Figure 1. Routing congestion (run 1).
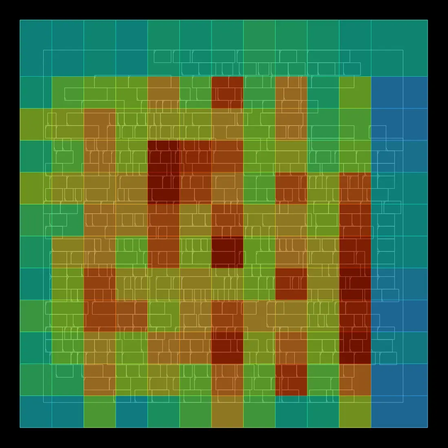
Figure 2. Signal wires on met3 (run 1).
Scale: 6 px per µm.
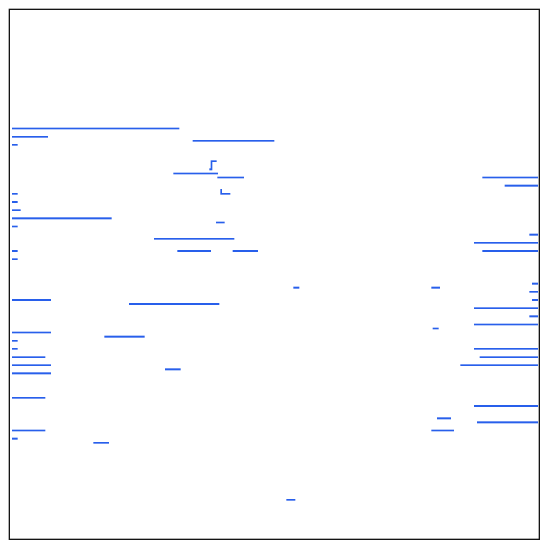
Figure 3. Placed cells, one colour a class (run 1).
Scale: 4 px per µm. Fill, decap, tap and diode cells in grey.
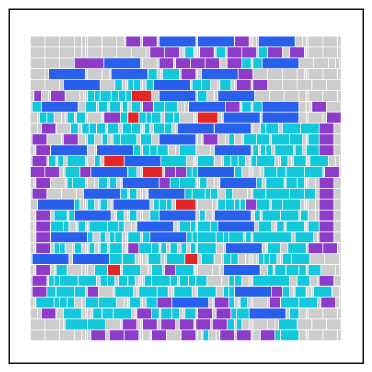
`src/rtl/sprite_blitter_if.sv`:
```
// Video-side bus of the sprite blitter: raster coordinates, show/hide requests,
// sprite ROM read port and the pixel/valid pair handed to the mixer.
interface sprite_blitter_if #(
  parameter int ADDR_W = 13
) ();
  logic [9:0]        hcount;
  logic [9:0]        vcount;
  logic              frame_start;
  logic              show;
  logic              hide;
  logic [9:0]        pos_x;
  logic [9:0]        pos_y;
  logic [ADDR_W-1:0] rom_addr;
  logic [7:0]        rom_data;
  logic [7:0]        pix_out;
  logic              pix_valid;
  logic              visible;

  modport master (
    output hcount, vcount, frame_start, show, hide, pos_x, pos_y, rom_data,
    input  rom_addr, pix_out, pix_valid, visible
  );

  modport slave (
    input  hcount, vcount, frame_start, show, hide, pos_x, pos_y, rom_data,
    output rom_addr, pix_out, pix_valid, visible
  );
endinterface

```
`src/rtl/sprite_blitter.sv`:
```
// Raster-scan sprite blitter: ROM address generation, transparency keying and
// show/hide sequencing. Optional flashing is built when SPRITE_FLASH_EN is defined.
module sprite_blitter #(
  parameter int         SPR_W        = 94,
  parameter int         SPR_H        = 70,
  parameter int         ADDR_W       = 13,
  parameter int         H_ACTIVE     = 640,
  parameter int         V_ACTIVE     = 480,
  parameter logic [7:0] KEY          = 8'h00,
  parameter int         FLASH_FRAMES = 30
) (
  input logic            clk_pix,
  input logic            rst_n,
  sprite_blitter_if.slave bus
);

  localparam logic [1:0] ST_HIDDEN  = 2'd0;
  localparam logic [1:0] ST_ARMED   = 2'd1;
  localparam logic [1:0] ST_VISIBLE = 2'd2;
  localparam logic [1:0] ST_HIDING  = 2'd3;

  localparam logic [9:0]        MAX_X     = 10'(H_ACTIVE - SPR_W);
  localparam logic [9:0]        MAX_Y     = 10'(V_ACTIVE - SPR_H);
  localparam logic [10:0]       W11       = 11'(SPR_W);
  localparam logic [10:0]       H11       = 11'(SPR_H);
  localparam logic [ADDR_W-1:0] LAST_ADDR = ADDR_W'(SPR_W * SPR_H - 1);

  logic [1:0]        state_r;
  logic [1:0]        next_state_s;
  logic              latch_s;
  logic              visible_r;
  logic [9:0]        px_r;
  logic [9:0]        py_r;
  logic [9:0]        clamp_x_s;
  logic [9:0]        clamp_y_s;
  logic [ADDR_W-1:0] addr_r;
  logic              on_s;
  logic              win_s;
  logic              win_d1_r;
  logic [7:0]        pix_out_r;
  logic              pix_valid_r;
  logic              blank_s;

  // Next-state decode; latch_s marks the frame_starts that (re)capture the position
  always_comb begin
    next_state_s = state_r;
    latch_s      = 1'b0;
    case (state_r)
      ST_HIDDEN: begin
        if (bus.show && !bus.hide) begin
          next_state_s = ST_ARMED;
        end else begin
          next_state_s = ST_HIDDEN;
        end
      end
      ST_ARMED: begin
        if (bus.hide) begin
          next_state_s = ST_HIDDEN;
        end else if (bus.frame_start) begin
          next_state_s = ST_VISIBLE;
          latch_s      = 1'b1;
        end else begin
          next_state_s = ST_ARMED;
        end
      end
      ST_VISIBLE: begin
        latch_s = bus.frame_start;
        if (bus.hide) begin
          next_state_s = ST_HIDING;
        end else begin
          next_state_s = ST_VISIBLE;
        end
      end
      ST_HIDING: begin
        // A fresh show cancels the pending hide even on a frame boundary
        if (bus.show && !bus.hide) begin
          next_state_s = ST_VISIBLE;
          latch_s      = bus.frame_start;
        end else if (bus.frame_start) begin
          next_state_s = ST_HIDDEN;
        end else begin
          next_state_s = ST_HIDING;
        end
      end
      default: begin
        next_state_s = ST_HIDDEN;
      end
    endcase
  end

  // Clamp the requested position so the sprite never wraps off the raster
  always_comb begin
    clamp_x_s = bus.pos_x;
    clamp_y_s = bus.pos_y;
    if (bus.pos_x > MAX_X) begin
      clamp_x_s = MAX_X;
    end else begin
      clamp_x_s = bus.pos_x;
    end
    if (bus.pos_y > MAX_Y) begin
      clamp_y_s = MAX_Y;
    end else begin
      clamp_y_s = bus.pos_y;
    end
  end

  assign on_s  = (state_r == ST_VISIBLE) || (state_r == ST_HIDING);
  assign win_s = on_s
              && ({1'b0, bus.hcount} >= {1'b0, px_r}) && ({1'b0, bus.hcount} < ({1'b0, px_r} + W11))
              && ({1'b0, bus.vcount} >= {1'b0, py_r}) && ({1'b0, bus.vcount} < ({1'b0, py_r} + H11));

  // State register with its decoded visibility flag
  always_ff @(posedge clk_pix or negedge rst_n) begin
    if (!rst_n) begin
      state_r   <= ST_HIDDEN;
      visible_r <= 1'b0;
    end else begin
      state_r   <= next_state_s;
      visible_r <= (next_state_s == ST_VISIBLE) || (next_state_s == ST_HIDING);
    end
  end

  // Frame-latched sprite position
  always_ff @(posedge clk_pix or negedge rst_n) begin
    if (!rst_n) begin
      px_r <= 10'd0;
      py_r <= 10'd0;
    end else if (latch_s) begin
      px_r <= clamp_x_s;
      py_r <= clamp_y_s;
    end else begin
      px_r <= px_r;
      py_r <= py_r;
    end
  end

  // Raster-order ROM address, saturating on the last word until the next frame
  always_ff @(posedge clk_pix or negedge rst_n) begin
    if (!rst_n) begin
      addr_r <= '0;
    end else if (bus.frame_start) begin
      addr_r <= '0;
    end else if (win_s && (addr_r != LAST_ADDR)) begin
      addr_r <= addr_r + ADDR_W'(1);
    end else begin
      addr_r <= addr_r;
    end
  end

`ifdef SPRITE_FLASH_EN
  localparam int FC_W = $clog2(FLASH_FRAMES + 1);

  logic [FC_W-1:0] flash_cnt_r;
  logic            blank_r;

  // Flash phase counter; each entry from ARMED starts in the shown phase
  always_ff @(posedge clk_pix or negedge rst_n) begin
    if (!rst_n) begin
      flash_cnt_r <= '0;
      blank_r     <= 1'b0;
    end else if ((state_r == ST_ARMED) && (next_state_s == ST_VISIBLE)) begin
      flash_cnt_r <= '0;
      blank_r     <= 1'b0;
    end else if (bus.frame_start && (state_r == ST_VISIBLE)) begin
      if (flash_cnt_r == FC_W'(FLASH_FRAMES - 1)) begin
        flash_cnt_r <= '0;
        blank_r     <= ~blank_r;
      end else begin
        flash_cnt_r <= flash_cnt_r + FC_W'(1);
        blank_r     <= blank_r;
      end
    end else begin
      flash_cnt_r <= flash_cnt_r;
      blank_r     <= blank_r;
    end
  end

  assign blank_s = blank_r;
`else
  logic unused_flash_s;

  assign unused_flash_s = ^FLASH_FRAMES;
  assign blank_s        = 1'b0;
`endif

  // Two-stage pipeline: window flag meets rom_data, then key test and output
  always_ff @(posedge clk_pix or negedge rst_n) begin
    if (!rst_n) begin
      win_d1_r    <= 1'b0;
      pix_out_r   <= 8'h00;
      pix_valid_r <= 1'b0;
    end else begin
      win_d1_r    <= win_s;
      pix_valid_r <= win_d1_r && (bus.rom_data != KEY) && !blank_s;
      if (win_d1_r) begin
        pix_out_r <= bus.rom_data;
      end else begin
        pix_out_r <= 8'h00;
      end
    end
  end

  assign bus.rom_addr  = addr_r;
  assign bus.pix_out   = pix_out_r;
  assign bus.pix_valid = pix_valid_r;
  assign bus.visible   = visible_r;

endmodule

```
`src/flat_wrapper.sv`:
```
// flat-port wrapper written by rule: the top's interface ports become plain ports
module sprite_blitter_flat 
#(
  parameter int         SPR_W        = 94,
  parameter int         SPR_H        = 70,
  parameter int         ADDR_W       = 13,
  parameter int         H_ACTIVE     = 640,
  parameter int         V_ACTIVE     = 480,
  parameter logic [7:0] KEY          = 8'h00,
  parameter int         FLASH_FRAMES = 30
)
  (clk_pix, rst_n, bus_hcount, bus_vcount, bus_frame_start, bus_show, bus_hide, bus_pos_x, bus_pos_y, bus_rom_data, bus_rom_addr, bus_pix_out, bus_pix_valid, bus_visible);
  sprite_blitter_if #(.ADDR_W(ADDR_W)) bus_i ();
  input logic clk_pix;
  input logic rst_n;
  input wire logic [$bits(bus_i.hcount)-1:0] bus_hcount;
  input wire logic [$bits(bus_i.vcount)-1:0] bus_vcount;
  input wire logic [$bits(bus_i.frame_start)-1:0] bus_frame_start;
  input wire logic [$bits(bus_i.show)-1:0] bus_show;
  input wire logic [$bits(bus_i.hide)-1:0] bus_hide;
  input wire logic [$bits(bus_i.pos_x)-1:0] bus_pos_x;
  input wire logic [$bits(bus_i.pos_y)-1:0] bus_pos_y;
  input wire logic [$bits(bus_i.rom_data)-1:0] bus_rom_data;
  output wire logic [$bits(bus_i.rom_addr)-1:0] bus_rom_addr;
  output wire logic [$bits(bus_i.pix_out)-1:0] bus_pix_out;
  output wire logic [$bits(bus_i.pix_valid)-1:0] bus_pix_valid;
  output wire logic [$bits(bus_i.visible)-1:0] bus_visible;
  assign bus_i.hcount = bus_hcount;
  assign bus_i.vcount = bus_vcount;
  assign bus_i.frame_start = bus_frame_start;
  assign bus_i.show = bus_show;
  assign bus_i.hide = bus_hide;
  assign bus_i.pos_x = bus_pos_x;
  assign bus_i.pos_y = bus_pos_y;
  assign bus_i.rom_data = bus_rom_data;
  assign bus_rom_addr = bus_i.rom_addr;
  assign bus_pix_out = bus_i.pix_out;
  assign bus_pix_valid = bus_i.pix_valid;
  assign bus_visible = bus_i.visible;
  sprite_blitter #(.SPR_W(SPR_W), .SPR_H(SPR_H), .ADDR_W(ADDR_W), .H_ACTIVE(H_ACTIVE), .V_ACTIVE(V_ACTIVE), .KEY(KEY), .FLASH_FRAMES(FLASH_FRAMES)) u_core (.clk_pix(clk_pix), .rst_n(rst_n), .bus(bus_i));
endmodule
```
`config.mk`:
```
export PLATFORM = sky130hd
export DESIGN_NAME = sprite_blitter_flat
export DESIGN_NICKNAME = d
export VERILOG_FILES = /design/src/rtl/sprite_blitter_if.sv /design/src/rtl/sprite_blitter.sv /design/src/flat_wrapper.sv
export SDC_FILE = /design/constraint.sdc
export NUM_CORES = 1
export LEC_CHECK = 0
export CAP_MARGIN = 20
export CORE_MARGIN = 5
export CORE_UTILIZATION = 50
export CTS_CLUSTER_SIZE = 30
export DETAILED_ROUTE_END_ITERATION = 8
export PLACE_DENSITY = 0.81
export SYNTH_ARGS = -nofsm -noshare
export SYNTH_HDL_FRONTEND = slang
export SYNTH_SLANG_ARGS = --single-unit
```
`constraint.sdc`:
```
create_clock -name clk_pix -period 3.4 [get_ports clk_pix]
set_clock_uncertainty 0.1 [all_clocks]
set_input_delay 0.68 -clock clk_pix [delete_from_list [all_inputs] [get_ports clk_pix]]
set_output_delay 0.68 -clock clk_pix [all_outputs]
set_load 0.03 [all_outputs]
```
==> impl_metrics.yaml, run 1 <==
# yosys + openroad results
place:
  dp.final_hpwl_um: 5900
  port_buffers: 75
critical_path:
  crit_path_end_kind: "flip-flop"
  cpMaxStageDelayCell: "or4_1"
  crit_type: "reg -> reg"
  required_ns: 3.53
  path_buffers: 2
  cp.arrival_ns: 3.43
  crit_fanout: 9
  slowest_delay_ns: 0.57
layout:
  fillCellCount: 472
  final_common_cell: "clkdlybuf4s50_1"
  layout_top_cells: "clkdlybuf4s50_1 (74), dfrtp_1 (46), ha_1 (39), a21oi_1 (27), inv_1 (23)"
  logic_area_um2: 1850
  antennaDiodeCount: 0
  final_nets: 508
  syn_to_final_growth_pct: 35.8
  seqCellArea_um2: 1150
drt:
  dr.max_layer_used: "met4"
  wl_met1_um: 3160
  wl_met3_um: 296
  wl_met2_um: 3970
  drc: 0
  postRouteAntennaNets: 0
pwr:
  p_comb_frac: 0.554
  vdd_drop_max_uv: 355
  power_density_nw_per_um2: 614
  seq_power_share: 0.310
  seq-power_w: 0.000789
  internal_power_w: 0.00150
  power_leader: "combinational logic"
  p_clk_w: 0.000346
clock_tree:
  clkSinkCount: 46
  cts_inserted_buffers: 5
  cts_tree: "done"
  htree_levels: 2
  hold_buffers: 0
  cts_root_buffer: "clkbuf_8"
synthesis:
  ys_cells: 324
  netlist_area_um2: 3050
  synth_cells: 324
  yosys_warnings: 0
  synth_cell_types: 46
  ys_async_sr_fraction: 1.00
  yosysChipArea_um2: 3050
  ys_seq_frac: 0.377
  numSynthFlops: 46
  yosys_most_used_dff: "dfrtp_1"
  synth-edff-count: 0
min_path:
  hold_path.class: "in -> async"
job:
  drv_cap: 0
sta:
  finalHoldViolations: 0
  timing.hold.ws_ns: 0.0764
  worst_slew_pin_slew_ns: 0.730
  max_slew_margin: 0.513
  tns_ns: 0
  setup_violations: 0
  finalCritPeriodShare: 0.972
global_route:
  busiest_layer: "met2"
  grt_pass1_vias: 2815
  grt.overflow.total: 0
  grt_pass1_wl_um: 12400
  antenna_found_initial: 0
die:
  initial_core_util: 0.515
  dieArea_um2: 7760
  rows: 28
run_status:
  status: "finished, final reports clean"
Notes on Figure 1 above:
M3 GR Usage: 0.0310
GR Util met1: 0.250
WL/cell: 15.4 µm
gr usage total: 0.199
global-route met2 utilization: 0.358

Notes on Figure 2 above:
wire length on this layer: 297 µm
longest straight run: 27.6 µm
main direction: horizontal

Notes on Figure 3 above:
[clock drivers and dummy loads] red | cells: 8
[other buffers and delay cells] purple | cells: 88
[combinational and other logic] cyan | cells: 273
[flops] blue | cells: 46
Finished Cell Area: 4140 µm²
Seq area share: 0.278

run 1: final timing paths:
path / from / end / slack [ns] / cells past startpoint
worst min-delay path: rst_n / u_core.bus.rom_addr[3]$_DFFE_PN0P_ / 0.08 / 1
worst min register to register: u_core.state_r[0]$_DFF_PN0_ / u_core.state_r[0]$_DFF_PN0_ / 0.41 / 1
min in group clk_pix: u_core.state_r[0]$_DFF_PN0_ / u_core.state_r[0]$_DFF_PN0_ / 0.41 / 1
max in group asynchronous: rst_n / u_core.px_r[7]$_DFFE_PN0P_ / 2.70 / 2
worst max register to register: u_core.px_r[1]$_DFFE_PN0P_ / u_core.bus.rom_addr[8]$_DFFE_PN0P_ / 0.09 / 14
worst max-delay path: u_core.px_r[1]$_DFFE_PN0P_ / u_core.bus.rom_addr[8]$_DFFE_PN0P_ / 0.09 / 14
run 1: layout make-up:
cell class / count / share of cell area
multi-input combinational: 247 / 0.446
sequential: 46 / 0.278
timing repair buffer: 88 / 0.207
inverter: 26 / 0.0236
tap: 75 / 0.0227
clock buffer: 5 / 0.0166
clock inverter: 3 / 0.00604
run 1: per-stage QoR:
stage / total power [W] / util / instances / setup slack [ns]
after detailed placement: 0.00208 / 0.666 / 479 / -0.00455
after CTS: 0.00244 / 0.683 / 487 / 0.0160
after global routing: 0.00278 / 0.700 / 490 / -0.0423
after global placement: 0.00202 / 0.666 / 479 / 0.0182
final: 0.00254 / 0.700 / 490 / 0.0947
after floorplan: 0.00167 / - / 324 / 0.410
run 1: state kept, by name (all words and copies together), names as in the netlist:
register and count:
u_core.bus.rom_addr 13, u_core.px_r 10, u_core.py_r 10, u_core.bus.pix_out 8, u_core.state_r 2, u_core.bus.pix_valid 1
u_core.bus.visible 1, u_core.win_d1_r 1
run 1: logic make-up after synthesis:
| family | Yosys count | share of synthesized area |
|---|---|---|
| multiplexers | 5 | 0.0180 |
| XOR/XNOR | 15 | 0.0431 |
| buffers and inverters | 31 | 0.0394 |
| AND-OR/OR-AND | 89 | 0.184 |
| flip-flops | 46 | 0.377 |
| AND/OR/NAND/NOR | 97 | 0.170 |
| adder cells (fa/ha/maj) | 41 | 0.168 |
run 1: synth_stat cells, drive strengths merged, types with 4 or more instances:
| master | number | area share |
|---|---|---|
| or3 | 7 | 0.014 |
| a21o | 6 | 0.015 |
| nand4 | 6 | 0.012 |
| ha | 41 | 0.17 |
| o21ai | 22 | 0.036 |
| and2 | 9 | 0.018 |
| nor4 | 4 | 0.010 |
| nand3b | 4 | 0.0098 |
| dfrtp | 46 | 0.38 |
| o31ai | 5 | 0.012 |
| nand3 | 13 | 0.023 |
| xnor2 | 13 | 0.037 |
| inv | 26 | 0.032 |
| mux2 | 4 | 0.015 |
| nor2 | 16 | 0.020 |
| nand2 | 17 | 0.021 |
| a21oi | 32 | 0.053 |
| a211oi | 5 | 0.014 |
| nor3 | 10 | 0.016 |
run 1: timing repair:
item	in CTS	in global routing
resized	1	16
pin swaps	0	5
setup endpoints to repair	5	12
setup buffers	0	2
Figure 4. Cell sizes after repair (run 1).
Scale: 4 px per µm.
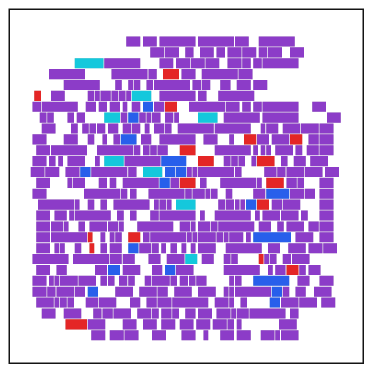

==> run 1 -> run 2 <==
ABC_AREA = 1   (was unset)
MAX_ROUTING_LAYER = met4   (was unset)
PLACE_DENSITY = 0.79   (was 0.81)
Figure 5. Cell sizes after repair (run 2).
Scale: 4 px per µm.
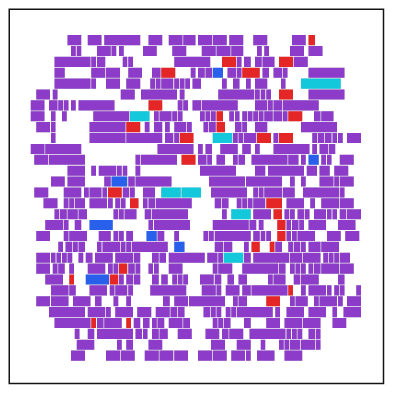
[_6 and larger] cyan | cells: 7 | share: 1.3%
[_3 and _4 cells] blue | cells: 7 | share: 1.3%
[_0 and _1 cells] purple | cells: 475 | share: 92%
[_2 cells] red | cells: 30 | share: 5.8%
area delta synth->final: 27.0%
Non-clk bufs: 79
Finished Cell Area: 4400 µm²

Figure 6. Placed cells, one colour a class (run 2).
Scale: 4 px per µm. Fill, decap, tap and diode cells in grey.
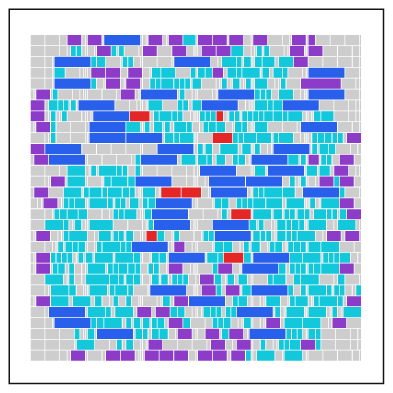
[combinational and other logic] cyan | cells: 386
[flops] blue | cells: 46
[clock drivers and dummy loads] red | cells: 8
[other buffers and delay cells] purple | cells: 79
Seq area share: 0.262
Core Region: 6760 µm²

==> run 2 against run 1 <==
Final area rose by 6.2%. Cell count is 22% higher. Clock-buffer cell count is 1 higher. Clock power about the same. Power increased by 8.5%. Sequential power rose by 1%. Fmax increased by 10%.
==> impl_metrics.yaml, run 2 <==
# yosys + openroad results
place:
  dp.final_hpwl_um: 6350
  finalWeightedCongestion: 0.876
  port_buffers: 75
die:
  rows: 30
  die-width_um: 93.2
  die_height_um: 93.2
  dieArea_um2: 8690
  io_pins: 76
  initial_core_util: 0.512
drt:
  wl_met3_um: 285
  vias: 3141
  postRouteAntennaNets: 0
  dr.max_layer_used: "met4"
  drtPass1Iterations: 4
  wl_um: 7860
  wl_met1_um: 3450
  first_iter_violations: 123
  vias_per_cell: 5.24
  post_drt_wl_per_cell_um: 13.1
  drc: 0
  wl_met2_um: 4060
critical_path:
  crit_fanout: 13
  path_buffers: 2
  cp.arrival_ns: 3.08
  r2r_start: "u_core.py_r[1]$_DFFE_PN0P_"
  crit_chain: "inv_2 > ha_1 > or2_2 > o21ai_0 > xor2_1 > ha_1 > nand2_1 > inv_1 > nand2_1 > nand2_1 > nand2_1 > nand2_1 > o21ai_1 > nand3_2 > nand3_1 > nand2_1"
  cpLargestDelayFamily: "simple AND/OR/NAND/NOR gates"
  path_common_cell: "nand2_1"
  slowest_delay_ns: 0.38
  r2r_end: "u_core.bus.rom_addr[1]$_DFFE_PN0P_"
  cpMaxStageDelayCell: "dfrtp_1"
  required_ns: 3.49
  worstRegToRegCells: 16
  crit_type: "reg -> reg"
  crit_path_end_kind: "flip-flop"
  worstSetupStartpointType: "flip-flop"
  r2r_setup_slack_ns: 0.41
synthesis:
  yosysChipArea_um2: 3460
  syn_nets: 535
  ys_async_sr_fraction: 1.00
  most_common_cell: "nand2_1"
  top_area_cell: "dfrtp_1"
  yosys_warnings: 0
  netlist_area_um2: 3460
  numSynthFlops: 46
  synth_area_per_cell_um2: 7.85
  synth_cells: 441
  ys_cells: 441
  ys_seq_frac: 0.332
  synthDominantCellAreaShare: 0.332
  synth_cell_types: 37
  top_cells_by_area: "dfrtp_1 (33%), ha_1 (15%), nand2_1 (11%), inv_1 (6.9%), xor2_1 (4.6%)"
  synth-edff-count: 0
  common_cells: "nand2_1 (102), inv_1 (64), dfrtp_1 (46)"
  yosys_most_used_dff: "dfrtp_1"
sta:
  finalHoldViolations: 0
  rsz0062_at_grt: "false"
  max_freq_mhz: 334
  setup_violations: 0
  worst_slew_pin_slew_ns: 0.594
  maxSlewViolCount: 0
  finalCritPeriodShare: 0.880
  tns_ns: 0
  finalCriticalPeriod_ns: 2.99
  timing.hold.ws_ns: 0.280
  max_slew_margin: 0.604
clock_tree:
  cts_inserted_buffers: 5
  cts_root_buffer: "clkbuf_8"
  clk_latency_ns: 0.29
  hold_buffers: 0
  clk_pin_slew_ns: 0.09
  clock_path_buffers: 2
  htree_levels: 2
  clkSinkCount: 46
  post_cts_buffers: 0
  cts_resized: 0
  cts_tree: "done"
global_route:
  grt_max_degree: 47
  grt_pass1_vias: 3037
  antenna_found_initial: 0
  grt_pass1_wl_um: 13400
  grt.total_usage: 0.194
  grt.overflow.total: 0
layout:
  antennaDiodeCount: 0
  final_nets: 612
  largest_register_ffs: 13
  layout_top_cells: "nand2_1 (102), clkdlybuf4s50_1 (74), inv_1 (64), dfrtp_1 (46), ha_1 (41)"
  final_common_cell: "nand2_1"
  drive_above_1_share: 0.0848
pwr:
  p_comb_frac: 0.584
  power_density_nw_per_um2: 628
  clkPwrFrac: 0.126
  switchingPower_w: 0.00125
  swShare: 0.453
  internal_power_w: 0.00151
  power.leakage_nw: 2.22
  seq_power_share: 0.290
  vdd_drop_max_uv: 315
job:
  drv_cap: 0
  warnings: 28
run_status:
  status: "finished, final reports clean"
min_path:
  hold_path.class: "in -> async"
Figure 7. Signal wires on met3 (run 2).
Scale: 4 px per µm.
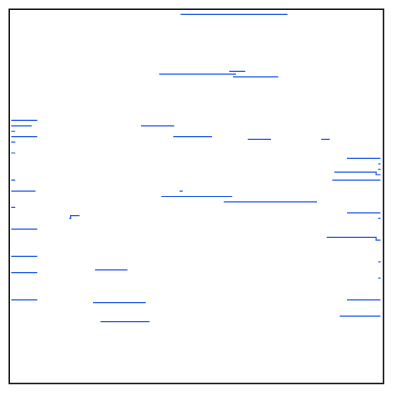
main direction: horizontal
nets with wire on the layer: 37
wire length on this layer: 285 µm
share of all routed wire: 3.6%

[run 2: worst register-to-register path, cell delays in order, from the launching register on]
cell     delay, ns
dfrtp_1       0.38
inv_2         0.07
ha_1          0.21
or2_2         0.32
o21ai_0       0.28
xor2_1        0.22
ha_1          0.26
nand2_1       0.06
inv_1         0.04
nand2_1       0.05
nand2_1       0.05
nand2_1       0.08
nand2_1       0.05
o21ai_1       0.10
nand3_2       0.37
nand3_1       0.18
nand2_1       0.06
[run 2: layout make-up]
type / count / area (µm²)
Inverter: 70 / 263
Clock inverter: 2 / 12.5
Fill cell: 588 / 2360
Clock buffer: 6 / 82.6
Tap cell: 80 / 100
Multi-Input combinational cell: 316 / 1990
Timing Repair Buffer: 79 / 796
Sequential cell: 46 / 1150
[run 2: worst max path at each step]
| stage | slack [ns] | depth (start not counted) | startpoint | end |
|---|---|---|---|---|
| after CTS | 0.41 | 16 | u_core.py_r[1]$_DFFE_PN0P_ | u_core.bus.rom_addr[1]$_DFFE_PN0P_ |
| after floorplan | 0.87 | 19 | u_core.py_r[1]$_DFFE_PN0P_ | u_core.bus.rom_addr[4]$_DFFE_PN0P_ |
| after detailed placement | 0.31 | 13 | bus_hcount[9] | u_core.bus.rom_addr[1]$_DFFE_PN0P_ |
| after global routing | 0.14 | 18 | u_core.py_r[1]$_DFFE_PN0P_ | u_core.bus.rom_addr[1]$_DFFE_PN0P_ |
| after global placement | 0.41 | 13 | bus_hcount[9] | u_core.bus.rom_addr[1]$_DFFE_PN0P_ |
| final | 0.41 | 16 | u_core.py_r[1]$_DFFE_PN0P_ | u_core.bus.rom_addr[1]$_DFFE_PN0P_ |
[run 2: per-layer routing]
layer	vias up	GRT usage
met3	5	0.0290
li1	1597	-
met5	-	-
met4	0	0.0342
met2	55	0.344
met1	1484	0.238
[run 2: power by group through the flow]
stage / Sequential (W) / Clock (W) / Combinational [W]
floorplan: 0.000834 / 0 / 0.00116
global placement: 0.000805 / 0 / 0.00153
detailed placement: 0.000808 / 0 / 0.00162
CTS: 0.000800 / 0.000357 / 0.00163
global route: 0.000819 / 0.000379 / 0.00186
finish: 0.000800 / 0.000349 / 0.00161
[run 2: cell families (layout without fill, tap and decap cells)]
logic type	Yosys count	count (layout)	share of synthesized area
flip-flops	46	46	0.332
adder cells (fa/ha/maj)	41	41	0.148
AND/OR/NAND/NOR	189	189	0.261
XOR/XNOR	22	22	0.0557
AND-OR/OR-AND	64	64	0.111
buffers and inverters	79	157	0.0918
[run 2: through the flow]
step	worst slack (ns)	power [W]	utilization	cell area, µm²	instances
after CTS	0.412	0.00278	0.647	4370	598
after global routing	0.139	0.00306	0.651	4400	599
final	0.408	0.00276	0.651	4400	599
after global placement	0.411	0.00234	0.633	4280	590
after floorplan	0.865	0.00199	-	3460	441
after detailed placement	0.310	0.00242	0.633	4280	590
Power and IR drop assume default switching activity.
